### Power grid, run 1

Pins as bars on the die edge. Tap cells in gray.
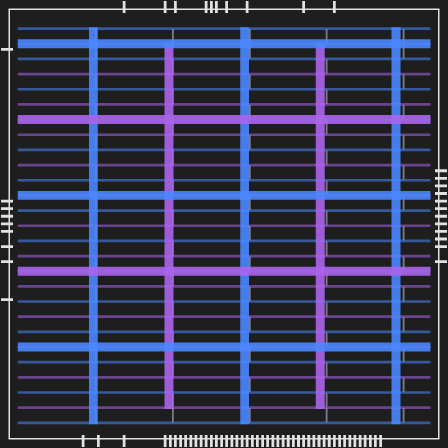
### Placement by cell class, run 1

Bar = 20 um.
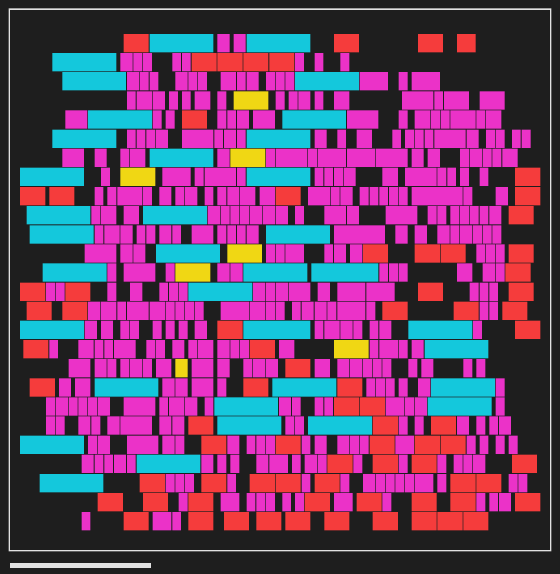
### Routed clock nets over the placement, run 1

Bar = 20 um.
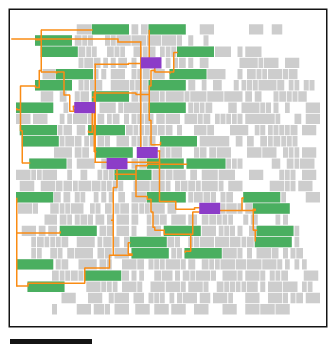
$ cat config.mk
export PLATFORM = sky130hd
export DESIGN_NAME = fb_text_writer_flat
export DESIGN_NICKNAME = d
export VERILOG_FILES = /design/src/rtl/vga_pkg.sv /design/src/rtl/fb_text_writer_if.sv /design/src/rtl/fb_addr_calc.sv /design/src/rtl/fb_text_writer.sv /design/src/flat_wrapper.sv
export SDC_FILE = /design/constraint.sdc
export NUM_CORES = 1
export LEC_CHECK = 0
export ABC_AREA = 1
export ABC_CLOCK_PERIOD_IN_PS = 5200
export CAP_MARGIN = 30
export CORE_UTILIZATION = 54
export DETAILED_ROUTE_END_ITERATION = 7
export MAX_ROUTING_LAYER = met4
export PLACE_DENSITY = 0.95
export SETUP_SLACK_MARGIN = 0.5
export SKIP_LAST_GASP = 1
export SYNTH_ARGS = -nofsm -noshare
export SYNTH_HDL_FRONTEND = slang
export SYNTH_SLANG_ARGS = --single-unit
$ cat constraint.sdc
create_clock -name clk -period 5.2 [get_ports clk]
set_clock_uncertainty 0.2 [all_clocks]
set_input_delay 0.52 -clock clk [delete_from_list [all_inputs] [get_ports clk]]
set_output_delay 0.52 -clock clk [all_outputs]
set_load 0.02 [all_outputs]
$ cat src/rtl/vga_pkg.sv
// Geometry, control codes and state encoding shared by the text writer
// and the display address generator.
package vga_pkg;

  localparam logic [15:0] FB_BASE     = 16'h3000;
  localparam int          ROW_STRIDE  = 80;
  localparam int          COLS        = 80;
  localparam int          ROWS        = 60;
  localparam logic [7:0]  BLANK_GLYPH = 8'h00;

  localparam logic [7:0]  CC_LF = 8'h0A;
  localparam logic [7:0]  CC_CR = 8'h0D;
  localparam logic [7:0]  CC_BS = 8'h08;

  typedef enum logic [1:0] {
    ST_IDLE  = 2'd0,
    ST_READ  = 2'd1,
    ST_WRITE = 2'd2,
    ST_CLEAR = 2'd3
  } state_t;

endpackage

$ cat src/rtl/fb_text_writer_if.sv
// Character stream, frame-buffer port and cursor status of the text writer.
// slave = writer side, master = feeder/memory side.
interface fb_text_writer_if #(parameter int ADDR_WIDTH = 16);

  logic                  char_valid;
  logic [7:0]            char_data;
  logic                  char_ready;
  logic                  clear_req;
  logic [ADDR_WIDTH-1:0] mem_addr;
  logic                  mem_re;
  logic [15:0]           mem_rdata;
  logic                  mem_we;
  logic [15:0]           mem_wdata;
  logic [6:0]            cursor_col;
  logic [5:0]            cursor_row;
  logic                  busy;

  modport slave (
    input  char_valid, char_data, clear_req, mem_rdata,
    output char_ready, mem_addr, mem_re, mem_we, mem_wdata,
           cursor_col, cursor_row, busy
  );

  modport master (
    output char_valid, char_data, clear_req, mem_rdata,
    input  char_ready, mem_addr, mem_re, mem_we, mem_wdata,
           cursor_col, cursor_row, busy
  );

endinterface

$ cat src/rtl/fb_addr_calc.sv
// Glyph cell (row, col) to frame-buffer word address and byte select
// (0 = [15:8], 1 = [7:0]); wraps modulo 2^ADDR_WIDTH.
module fb_addr_calc
  import vga_pkg::*;
#(
  parameter int ADDR_WIDTH = 16
) (
  input  logic [5:0]            i_row,
  input  logic [6:0]            i_col,
  output logic [ADDR_WIDTH-1:0] o_addr,
  output logic                  o_byte_sel
);

  assign o_addr     = ADDR_WIDTH'(int'(FB_BASE) + ROW_STRIDE * int'(i_row) + int'(i_col[6:1]));
  assign o_byte_sel = i_col[0];

endmodule

$ cat src/rtl/fb_text_writer.sv
// Text cursor and read-modify-write glyph writer with full-screen clear.
// Optional macro FB_TEXT_WRITER_CLEAR_ON_WRAP_EN: wrapping past the last row clears the screen.
//
// state    | meaning
// IDLE     | accept a byte or a clear request; control codes finish here
// READ     | fetch the word holding the cursor cell
// WRITE    | write back with the glyph merged in, advance cursor
// CLEAR    | blank every word, one per cycle, then home the cursor
module fb_text_writer
  import vga_pkg::*;
#(
  parameter int ADDR_WIDTH = 16
) (
  input  logic             clk,
  input  logic             reset,
  fb_text_writer_if.slave  bus
);

`ifdef FB_TEXT_WRITER_CLEAR_ON_WRAP_EN
  localparam logic CLEAR_ON_WRAP = 1'b1;
`else
  localparam logic CLEAR_ON_WRAP = 1'b0;
`endif

  state_t r_state, w_state_nxt;
  logic [6:0] r_col, w_col_nxt;
  logic [5:0] r_row, w_row_nxt;
  logic [7:0] r_char, w_char_nxt;
  logic [5:0] r_clr_row, w_clr_row_nxt;
  logic [5:0] r_clr_word, w_clr_word_nxt;

  logic                  w_ready, w_re, w_we;
  logic [ADDR_WIDTH-1:0] w_addr;
  logic [15:0]           w_wdata;

  logic [5:0]            w_calc_row;
  logic [6:0]            w_calc_col;
  logic [ADDR_WIDTH-1:0] w_calc_addr;
  logic                  w_byte_sel;

  logic       w_row_wrap, w_wrap_clear;
  logic [5:0] w_row_inc;

  // The clear sweep shares the address calculator with the cursor path.
  assign w_calc_row = (r_state == ST_CLEAR) ? r_clr_row : r_row;
  assign w_calc_col = (r_state == ST_CLEAR) ? {r_clr_word, 1'b0} : r_col;

  fb_addr_calc #(.ADDR_WIDTH(ADDR_WIDTH)) u_addr_calc (
    .i_row      (w_calc_row),
    .i_col      (w_calc_col),
    .o_addr     (w_calc_addr),
    .o_byte_sel (w_byte_sel)
  );

  assign w_row_wrap   = (r_row == 6'(ROWS - 1));
  assign w_row_inc    = w_row_wrap ? 6'd0 : r_row + 6'd1;
  assign w_wrap_clear = CLEAR_ON_WRAP & w_row_wrap;

  always_ff @(posedge clk or negedge reset) begin
    if (!reset) begin
      r_state    <= ST_IDLE;
      r_col      <= '0;
      r_row      <= '0;
      r_char     <= '0;
      r_clr_row  <= '0;
      r_clr_word <= '0;
    end else begin
      r_state    <= w_state_nxt;
      r_col      <= w_col_nxt;
      r_row      <= w_row_nxt;
      r_char     <= w_char_nxt;
      r_clr_row  <= w_clr_row_nxt;
      r_clr_word <= w_clr_word_nxt;
    end
  end

  always_comb begin
    w_state_nxt    = r_state;
    w_col_nxt      = r_col;
    w_row_nxt      = r_row;
    w_char_nxt     = r_char;
    w_clr_row_nxt  = r_clr_row;
    w_clr_word_nxt = r_clr_word;
    w_ready        = 1'b0;
    w_re           = 1'b0;
    w_we           = 1'b0;
    w_addr         = '0;
    w_wdata        = '0;

    unique case (r_state)
      ST_IDLE: begin
        // Gated by reset so the feeder sees not-ready while reset is held.
        w_ready = reset & ~bus.clear_req;
        if (bus.clear_req) begin
          w_state_nxt = ST_CLEAR;
        end else if (bus.char_valid) begin
          unique case (bus.char_data)
            CC_LF: begin
              w_col_nxt = '0;
              w_row_nxt = w_row_inc;
              if (w_wrap_clear) w_state_nxt = ST_CLEAR;
            end
            CC_CR: w_col_nxt = '0;
            CC_BS: w_col_nxt = (r_col == 7'd0) ? 7'd0 : r_col - 7'd1;
            default: begin
              w_char_nxt  = bus.char_data;
              w_state_nxt = ST_READ;
            end
          endcase
        end
      end

      ST_READ: begin
        w_re        = 1'b1;
        w_addr      = w_calc_addr;
        w_state_nxt = ST_WRITE;
      end

      ST_WRITE: begin
        w_we        = 1'b1;
        w_addr      = w_calc_addr;
        w_wdata     = w_byte_sel ? {bus.mem_rdata[15:8], r_char}
                                 : {r_char, bus.mem_rdata[7:0]};
        w_state_nxt = ST_IDLE;
        if (r_col == 7'(COLS - 1)) begin
          w_col_nxt = '0;
          w_row_nxt = w_row_inc;
          if (w_wrap_clear) w_state_nxt = ST_CLEAR;
        end else begin
          w_col_nxt = r_col + 7'd1;
        end
      end

      ST_CLEAR: begin
        w_we    = 1'b1;
        w_addr  = w_calc_addr;
        w_wdata = {BLANK_GLYPH, BLANK_GLYPH};
        // Counters return to zero at the end so the next clear starts at (0,0).
        if (r_clr_word == 6'(COLS / 2 - 1)) begin
          w_clr_word_nxt = '0;
          if (r_clr_row == 6'(ROWS - 1)) begin
            w_clr_row_nxt = '0;
            w_col_nxt     = '0;
            w_row_nxt     = '0;
            w_state_nxt   = ST_IDLE;
          end else begin
            w_clr_row_nxt = r_clr_row + 6'd1;
          end
        end else begin
          w_clr_word_nxt = r_clr_word + 6'd1;
        end
      end

      default: w_state_nxt = ST_IDLE;
    endcase
  end

  assign bus.char_ready = w_ready;
  assign bus.mem_re     = w_re;
  assign bus.mem_we     = w_we;
  assign bus.mem_addr   = w_addr;
  assign bus.mem_wdata  = w_wdata;
  assign bus.cursor_col = r_col;
  assign bus.cursor_row = r_row;
  assign bus.busy       = (r_state != ST_IDLE);

endmodule

$ cat src/flat_wrapper.sv
// flat-port wrapper written by rule: the top's interface ports become plain ports
module fb_text_writer_flat import vga_pkg::*;
#(
  parameter int ADDR_WIDTH = 16
)
  (clk, reset, bus_char_valid, bus_char_data, bus_clear_req, bus_mem_rdata, bus_char_ready, bus_mem_addr, bus_mem_re, bus_mem_we, bus_mem_wdata, bus_cursor_col, bus_cursor_row, bus_busy);
  fb_text_writer_if #(.ADDR_WIDTH(ADDR_WIDTH)) bus_i ();
  input  logic clk;
  input  logic reset;
  input wire logic [$bits(bus_i.char_valid)-1:0] bus_char_valid;
  input wire logic [$bits(bus_i.char_data)-1:0] bus_char_data;
  input wire logic [$bits(bus_i.clear_req)-1:0] bus_clear_req;
  input wire logic [$bits(bus_i.mem_rdata)-1:0] bus_mem_rdata;
  output wire logic [$bits(bus_i.char_ready)-1:0] bus_char_ready;
  output wire logic [$bits(bus_i.mem_addr)-1:0] bus_mem_addr;
  output wire logic [$bits(bus_i.mem_re)-1:0] bus_mem_re;
  output wire logic [$bits(bus_i.mem_we)-1:0] bus_mem_we;
  output wire logic [$bits(bus_i.mem_wdata)-1:0] bus_mem_wdata;
  output wire logic [$bits(bus_i.cursor_col)-1:0] bus_cursor_col;
  output wire logic [$bits(bus_i.cursor_row)-1:0] bus_cursor_row;
  output wire logic [$bits(bus_i.busy)-1:0] bus_busy;
  assign bus_i.char_valid = bus_char_valid;
  assign bus_i.char_data = bus_char_data;
  assign bus_i.clear_req = bus_clear_req;
  assign bus_i.mem_rdata = bus_mem_rdata;
  assign bus_char_ready = bus_i.char_ready;
  assign bus_mem_addr = bus_i.mem_addr;
  assign bus_mem_re = bus_i.mem_re;
  assign bus_mem_we = bus_i.mem_we;
  assign bus_mem_wdata = bus_i.mem_wdata;
  assign bus_cursor_col = bus_i.cursor_col;
  assign bus_cursor_row = bus_i.cursor_row;
  assign bus_busy = bus_i.busy;
  fb_text_writer #(.ADDR_WIDTH(ADDR_WIDTH)) u_core (.clk(clk), .reset(reset), .bus(bus_i));
endmodule
==> run notes, run 1 <==
Physical implementation

The DRC violation total left in the routed layout is recorded as 0. Summing the sequential cell areas from Yosys gives 29.0% of the chip area. The top cell type by area accounts for 29.0% of the synthesized area. The slowest stage of the critical path belongs to the cell sky130_fd_sc_hd__clkdlybuf4s50_1. The routed design could run at a clock period as short as 4.34 ns. The placed wire-length estimate after detailed placement is 6.13 mm. The remaining antenna violation count after routing is 0. The flow ran to the end, and the final reports show no timing, DRC or antenna violations. Dividing total power by cell area gives a power density of 309 nW/um^2. The kind of launch point of the worst setup path is a flop.

On the reported timing paths, the clock transition at the registers reads 0.07 ns. The worst register-to-register path has a setup slack of 2.99 ns. After filler insertion, the fill cell instance count of the layout stands at 392. The post-synth count of flops with an enable pin is 0. The category of the worst setup path capture point is an output port. The min-delay analysis places its worst path in the category flop to flop. The die outline area is 5890 sq um. The antenna cell count is 0. The clock tree from TritonCTS is done.

The proportion of register bits with asynchronous set or reset after synthesis is 100%. Each instance of the synthesized netlist takes up on average 6.64 sq um. The final layout contains 567 nets.

Summing over the stages, the warning tally comes to 28. The classification of the worst setup path is flop to output port. At the worst endpoint, the arrival time is 3.62 ns.

TritonRoute output was used to compute an average wire per cell of 13.5 um. The endpoint identified for the worst register-to-register timing path is u_core.bus.cursor_row[0]. No sink is reached through more buffers than the 2 on the longest clock path.

The most frequently used cell type in the post-synthesis netlist is sky130_fd_sc_hd__nand2_1. The number of antenna violations at the first check in global routing is 0. The total via count after detailed routing is 3,121. Per the timing report, the biggest fanout along the worst path comes to 21. The worst path uses 83.5% of the clock period. The final total power is 1.19 mW.

The setup-violating endpoint count in the final report is 0. Total global-route track usage over all layers is 29.4%. The cell sequence reported for the critical path is nand2_4 -> nand2_1 -> o21ai_2 -> and2_1 -> nor2_1 -> ha_1 -> fa_1 -> nand2_1 -> inv_1 -> nor2_1 -> nand4_1 -> nor2_1 -> nand2_1 -> a21oi_1 -> clkdlybuf4s50_1. The summed negative setup slack over all endpoints is 0 ns.

The synthesized design contains 35 register bits. Pins over their slew limit in the final report were tallied at 0. The number of violations of the max-capacitance limit is 0.

The clock reaches the later pin of the worst-skew pair after 0.29 ns. For this run, the number of Yosys warnings is 0. After synthesis, the chip area reported by Yosys is 3020 sq um. The routability congestion estimate from global placement is 0.951.

Ranked by total cell area, the synthesized netlist is headed by sky130_fd_sc_hd__dfrtp_1 (29%), sky130_fd_sc_hd__nand2_1 (14%), sky130_fd_sc_hd__inv_1 (9.1%). The pre-antenna-repair detailed-routing pass consisted of 5 iterations. Synthesis produced a netlist with a net count of 498. The share of cells above drive strength 1 is 8.40%.

The start point of the worst min-delay path is u_core.r_clr_word[4]. The area added between synthesis and finish is 28.0%. The number of vias per cell after detailed routing is 5.25. The leakage power is 1.91 nW. Per the cell usage report, the commonest logic cell in the layout is sky130_fd_sc_hd__nand2_1. The global route stage reports its total congestion overflow as 0. The number of distinct standard cells referenced by the synthesized netlist is 38.

Setup repair after global routing left no endpoint under its margin. The final hold violation count recorded for this run is 0. The wire length of the first global-routing pass is 13.6 mm. Once placement completed, the tool counted placed cells totaling 587. Counting instances, the worst hold path has a depth of 1. Per STA, the highest per-stage delay on the worst path measures 0.62 ns. Looking at the hold checks, the worst path lands on u_core.r_clr_word[4]. In the layout the commonest cells are sky130_fd_sc_hd__nand2_1 (115), sky130_fd_sc_hd__clkdlybuf4s50_1 (75), sky130_fd_sc_hd__inv_1 (73).
About 'Power grid':
purple -> VDD
blue -> VSS
rows = 26
met5 straps = 5
vertical die dimension: 76.8 um
Peak VDD IR: 0.000305 V
core outline area: 5240 sq um

About 'Placement by cell class':
red -> remaining buffers and delay cells  # cells 76
yellow -> clock drivers and dummy loads  # cells 7
magenta -> combinational and other logic  # cells 406
cyan -> sequential cells  # cells 35
design area: 3860 sq um
count of standard-cell rows: 26
fraction of area in registers: 22.7%
fraction of the core area covered by cells at the end of the flow: 73.8%

About 'Routed clock nets over the placement':
green -> flip-flops  # count 35
purple -> clock drivers  # count 5
orange -> clock wires  # length 494 um
flops lie = all over the die
routed clock nets = 6

==> run 1: stage by stage <==
step	utilization (%)	worst slack (ns)	area (sq um)
after floorplan	-	1.65	3020
after global placement	72.0	0.997	3770
after detailed placement	72.0	0.786	3770
after CTS	73.7	0.632	3860
after global routing	73.8	0.548	3860
final	73.8	0.857	3860
==> run 1: where the power goes <==
group	internal (mW)	switching (mW)	leakage, nW
combinational	0.249	0.323	1.46
clock	0.104	0.0988	0.0470
sequential	0.338	0.0801	0.408
==> run 1: metal layers <==
| layer | share of wire, % | wire length [um] | vias to the layer above | global-route usage, % |
|---|---|---|---|---|
| li1 | - | - | 1587 | - |
| met1 | 42 | 3390 | 1414 | 36.4 |
| met2 | 51 | 4060 | 96 | 49.5 |
| met3 | 4.7 | 378 | 24 | 3.45 |
| met4 | 2.3 | 188 | 0 | 10.4 |
| met5 | 0 | 0 | - | - |
==> run 1: final cells by class <==
cell class                      count  area (sq um)  area share (%)
Multi-Input combinational cell    326          1750            45.3
Sequential cell                    35           878            22.7
Timing Repair Buffer               76           758            19.6
Inverter                           80           300            7.77
Tap cell                           70          87.6            2.27
Clock buffer                        6          82.6            2.14
Clock inverter                      1          5.00           0.130
==> run 1: timing repair <==
item                                    CTS  global route
gates resized                             1             3
pin swaps                                 0             0
setup buffers                             0             0
endpoints found under the setup margin    1             4
hold buffers                              0             0
cloned                                    0             0
==> run 1: kinds of logic (layout without fill, tap and decap cells) <==
group | Yosys count | after routing | synth area share [%]
compound gates | 77 | 77 | 14.3
flops | 35 | 35 | 29.0
buf+inv | 94 | 163 | 13.1
simple gates | 225 | 225 | 34.5
xor+xnor | 8 | 8 | 2.32
fa+ha+maj | 15 | 15 | 6.71
other cells | 1 | 1 | 0.124
==> run 1: state kept, by name, indices dropped and copies added (netlist names) <==
register	flops
u_core.r_char	8
u_core.bus.cursor_col	7
u_core.bus.cursor_row	6
u_core.r_clr_row	6
u_core.r_clr_word	6
u_core.r_state	2
==> run 1: worst max-delay path: cells and delay by family, from the launching register on <==
family / cells / cell delay (ns)
buf+inv: 2 / 0.68
flops: 1 / 0.49
fa+ha+maj: 2 / 0.61
simple gates: 9 / 1.29
compound gates: 2 / 0.27
==> run 1: how the worst max path moves through the flow <==
stage / start / end / slack (ns) / cells after the start
final: u_core.r_state[0] / bus_mem_addr[14] / 0.86 / 15
after global routing: u_core.r_state[0] / bus_mem_addr[14] / 0.55 / 14
after CTS: u_core.r_state[0] / bus_mem_addr[14] / 0.63 / 14
after detailed placement: u_core.r_state[0] / bus_mem_addr[14] / 0.79 / 14
after global placement: u_core.r_state[0] / bus_mem_addr[14] / 1.0 / 14
after floorplan: u_core.r_state[0] / bus_mem_addr[14] / 1.65 / 15
## Run 2: what changed since run 1
- ABC_CLOCK_PERIOD_IN_PS: 5200 -> 3500
- CORE_UTILIZATION: 54 -> 45
- PLACE_DENSITY: 0.95 -> 0.89
- clock period: 5.2 -> 3.5 ns (I/O delays scaled with it)
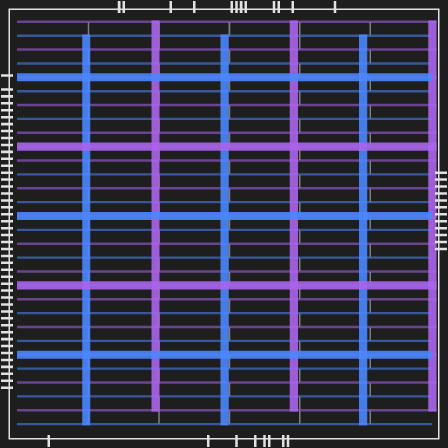
*Power grid, run 2*
Pins as bars on the die edge. Tap cells in gray.
blue -> VSS
purple -> VDD
met4 straps = 6
rows = 29
tap cells = 77
met5 straps = 5
signal pins = 77

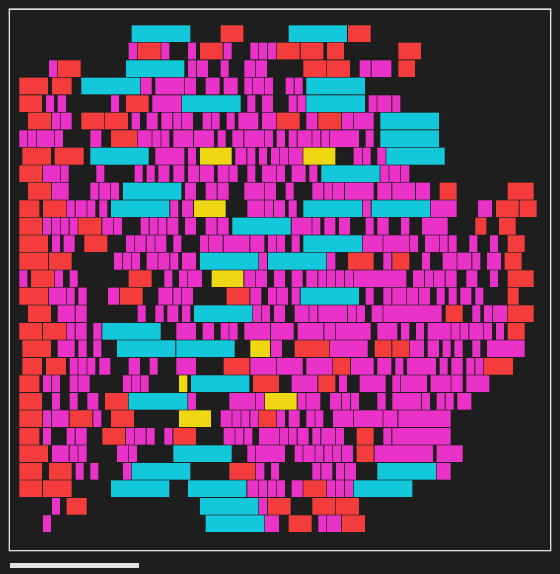
*Placement by cell class, run 2*
Bar = 20 um.
yellow -> clock drivers and dummy loads  # cells 8
cyan -> sequential cells  # cells 35
red -> remaining buffers and delay cells  # cells 93
magenta -> combinational and other logic  # cells 406

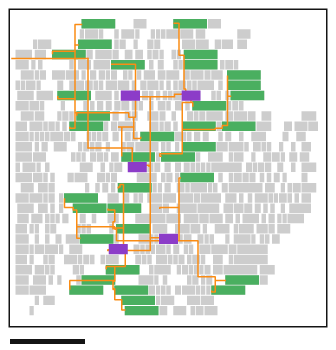
*Routed clock nets over the placement, run 2*
Bar = 20 um.
orange -> clock wires  # length 485 um
green -> flip-flops  # count 35
purple -> clock drivers  # count 5
routed clock nets = 6
clock network fraction of design power: 17.1%
clk latency late pin: 0.29 ns
power consumed by the clock network: 315 uW

==> run 2 against run 1 <==
The run now ends with design-rule violations left. Final cell count increased by 4.2%. Clock power increased by 55%. Routed wire length increased by 3.5%. Flip-flop count unchanged. Register-to-register slack got worse by 1.7 ns. Largest power group unchanged. Largest cell class unchanged.
==> run notes, run 2 <==
Physical implementation

The worst-case setup margin in the final layout is 0.263 ns. In this run, synthesis produced a sequential element count of 35. The final timing report derives a shortest allowable period of 3.24 ns. For this run the aggregate overflow at the end of global routing stands at 0. The share of cells above drive strength 1 is 18.1%. The placed wire-length estimate after detailed placement is 6.28 mm.

For the worst setup path, the data arrival time is 2.69 ns. The number of violations of the max-capacitance limit is 0. The routed design shows a via density per instance of 5.31. The summed negative setup slack over all endpoints is 0 ns. The routed wire length per instance is 13.4 um.

The largest individual stage delay along the critical path comes from the cell sky130_fd_sc_hd__dfrtp_1. The sink of the worst hold path is u_core.r_clr_row[3]. The type of the worst min-delay path is flop to flop. The number of cells after detailed placement is 600. The number of hold-repair buffers added at the cts stage is 0.

The proportion of register bits with asynchronous set or reset after synthesis is 100%. The final core utilization is 65.0%. Sequential elements use 29.0% of the synthesized area.

The die outline area is 7040 sq um. For this run, the top clock speed supported by timing is 309 MHz. After detailed routing, the total wire length is 8.30 mm.

Setup repair after global routing could not meet its margin everywhere. The largest vdd supply drop is 0.000193 V. Among logic cells in the layout, the one with the most instances is sky130_fd_sc_hd__nand2_1. The clock-pin slew on the worst setup and hold paths is 0.07 ns. The placed standard-cell area is 3850 sq um. The total via count after detailed routing is 3,289. The worst setup path is of the flop to output port kind. The synthesized net count is 498. For this design the static power due to leakage is 2.24 nW. The first global-routing pass estimated 13.7 mm of wire. Hold analysis shows the worst path with a depth of 1. The logic depth of the worst register-to-register path is 9. Setup violations remaining at the end of the flow were counted as 0. The antenna cell count is 0. The tightest hold path in the finished design has a slack of 0.343 ns. The cell count after synthesis came out at 455. The filler-free cell count of the finished design is 619. The I/O pin total is 77. The stage delay of the slowest cell on the critical path is 0.41 ns.

The completed layout was analyzed and its total power is 1.84 mW. The relative slew slack is 66.4%. The worst setup path is captured at an output port. The total power divided by cell area is 440 nW/um^2. The main area contributors are sky130_fd_sc_hd__dfrtp_1 (29%), sky130_fd_sc_hd__nand2_1 (14%), sky130_fd_sc_hd__inv_1 (9.1%).

The count of yosys warnings during synthesis is 0. For this design, the sink count on the clock tree is 35. At the end of the flow, the number of nets in the layout was 584. At the pin with the least slew margin, the transition time is 0.503 ns.

OpenROAD reports that the post-layout worst path occupies 92.5% of the period. The cell type with the highest occurrence count on the critical path is sky130_fd_sc_hd__buf_6. The chip area line of the yosys report is 3020 sq um. The cell area that synthesis handed to floorplanning was 3020 sq um. The floorplan step set the die width to 83.9 um. The flip-flop count of the largest register, all copies and words added is 8. The worst flop-to-flop path startpoint is u_core.bus.cursor_col[0]. Per STA, the worst path is made up of nand2_4 -> buf_6 -> o21ai_4 -> and2_4 -> nor2_2 -> ha_4 -> fa_2 -> nand2_2 -> inv_2 -> nor2_4 -> nand4_1 -> nor2_1 -> nand2_1 -> a21oi_4 -> buf_6. The most common logic cells in the final layout are sky130_fd_sc_hd__nand2_1 (112), sky130_fd_sc_hd__inv_1 (70), sky130_fd_sc_hd__clkdlybuf4s50_1 (48). The first detailed-routing pass ran for 7 iterations. After synthesis, the largest area contributor takes up 29.0% of total cell area. The number of antenna violations at the first check in global routing is 0. After detailed routing, the number of remaining DRC violations is 6.

The highest net fanout along the worst path is 7. TritonCTS built the clock tree. More flip-flops sit in one register than any other, and that register is u_core.r_char. The final reports fail on design-rule violations. The area added between synthesis and finish is 38.2%. The reg-to-reg setup timing slack is 1.34 ns.

The number of buffers added on ports is 75. The number of cells reported by Yosys stat comes to 455. The overall fraction of global-route tracks in use is 24.5%. The worst register-to-register path ends at u_core.bus.cursor_row[0]. Sorting the synthesized cells by how often they occur yields sky130_fd_sc_hd__nand2_1 (115), sky130_fd_sc_hd__inv_1 (73), sky130_fd_sc_hd__nor2_1 (38). The start point of the worst min-delay path is u_core.r_clr_row[3].

Of all cell types, the one taking the most synthesized area is sky130_fd_sc_hd__dfrtp_1. The remaining antenna violation count after routing is 0. Counting distinct cell types in the post-synthesis netlist gives 38.

The die is 83.9 um tall. The number of enable-type register cells in the synthesized netlist is 0. With fillers left out, the area of the finished cells amounts to 4170 sq um. The commonest register cell is sky130_fd_sc_hd__dfrtp_1.

The via count of the first global-routing pass is 3,124. The total tool warning count is 30. Timing analysis after detailed placement gives a worst setup slack of -0.0224 ns. The maximum level of the CTS H-tree is 2. For reference, the final report shows the hold violation count at 0. The routability congestion estimate from global placement is 0.939. Once the floorplan was initialized, standard cells occupied 47.0% of the core. The floorplan has 29 rows. The number of DRC markers after the initial detailed-route iteration is 136. Counting pins that exceed their max-slew limit in the final report gives 0.

The clock root buffer master is sky130_fd_sc_hd__clkbuf_8. STA classifies the critical path startpoint as a flop. The largest net degree at the start of global routing is 36. The average instance in the mapped netlist occupies 6.64 sq um.

In this run the standard cell core region covers 6420 sq um. The synthesis stats list as the most numerous cell sky130_fd_sc_hd__nand2_1. According to the timing report, the data required time at the worst endpoint equals 2.95 ns. The run finished, with violations left. The number of clock buffers inserted by TritonCTS is 5. No sink is reached through more buffers than the 2 on the longest clock path.
## run 2: cell counts after synthesis
Identical to the previous run, type by type.
## run 2: timing repair
| item | in CTS | in global routing |
|---|---|---|
| resized | 72 | 38 |
| buffers inserted | 10 | 1 |
| pin swaps | 16 | 13 |
| setup endpoints to repair | 21 | 20 |
## run 2: worst max-delay path, delay by kind of cell, from the launching register on
kind	cells	cell delay [ns]
and+or+nand+nor	8	0.85
adders and majority gates	2	0.52
DFF	1	0.41
buffers and inverters	3	0.33
AOI/OAI and AO/OA	2	0.29
## run 2: report_power, final
part	switching [mW]	internal [mW]	total [mW]
combinational	0.505	0.401	0.906
sequential	0.114	0.502	0.616
clock	0.154	0.161	0.315
## run 2: cell type report
| type | count | area, sq um |
|---|---|---|
| Sequential cell | 35 | 876 |
| Multi-Input combinational cell | 326 | 1890 |
| Clock buffer | 7 | 86.3 |
| Clock inverter | 1 | 8.76 |
| Fill cell | 538 | 2250 |
| Timing Repair Buffer | 93 | 910 |
| Inverter | 80 | 300 |
| Tap cell | 77 | 96.3 |
## run 2: worst max-delay path by stage
stage,start,depth (start not counted),end,slack (ns)
floorplan,u_core.r_state[0],15,bus_mem_addr[11],0.50
CTS,u_core.r_state[1],15,bus_mem_addr[14],0.19
detailed placement,u_core.r_state[0],15,bus_mem_addr[14],-0.02
finish,u_core.r_state[1],15,bus_mem_addr[14],0.26
global route,u_core.r_state[0],17,bus_mem_addr[12],0.12
global placement,u_core.r_state[0],15,bus_mem_addr[14],0.09
## run 2: cells by family after synthesis
family | synth area share (%)
other | 0.124
AND-OR/OR-AND | 14.3
XOR/XNOR | 2.32
buffers and inverters | 13.1
flip-flops | 29.0
adder cells (fa/ha/maj) | 6.71
AND/OR/NAND/NOR | 34.5
## run 2: routing by layer
metal	track usage [%]	part of all wire [%]	vias up
met5	-	0	-
met1	27.6	41	1524
li1	-	-	1618
met2	43.3	51	123
met3	3.46	4.9	24
met4	10.7	2.9	0
No activity file was given, so power comes from the tool's default toggle rates.
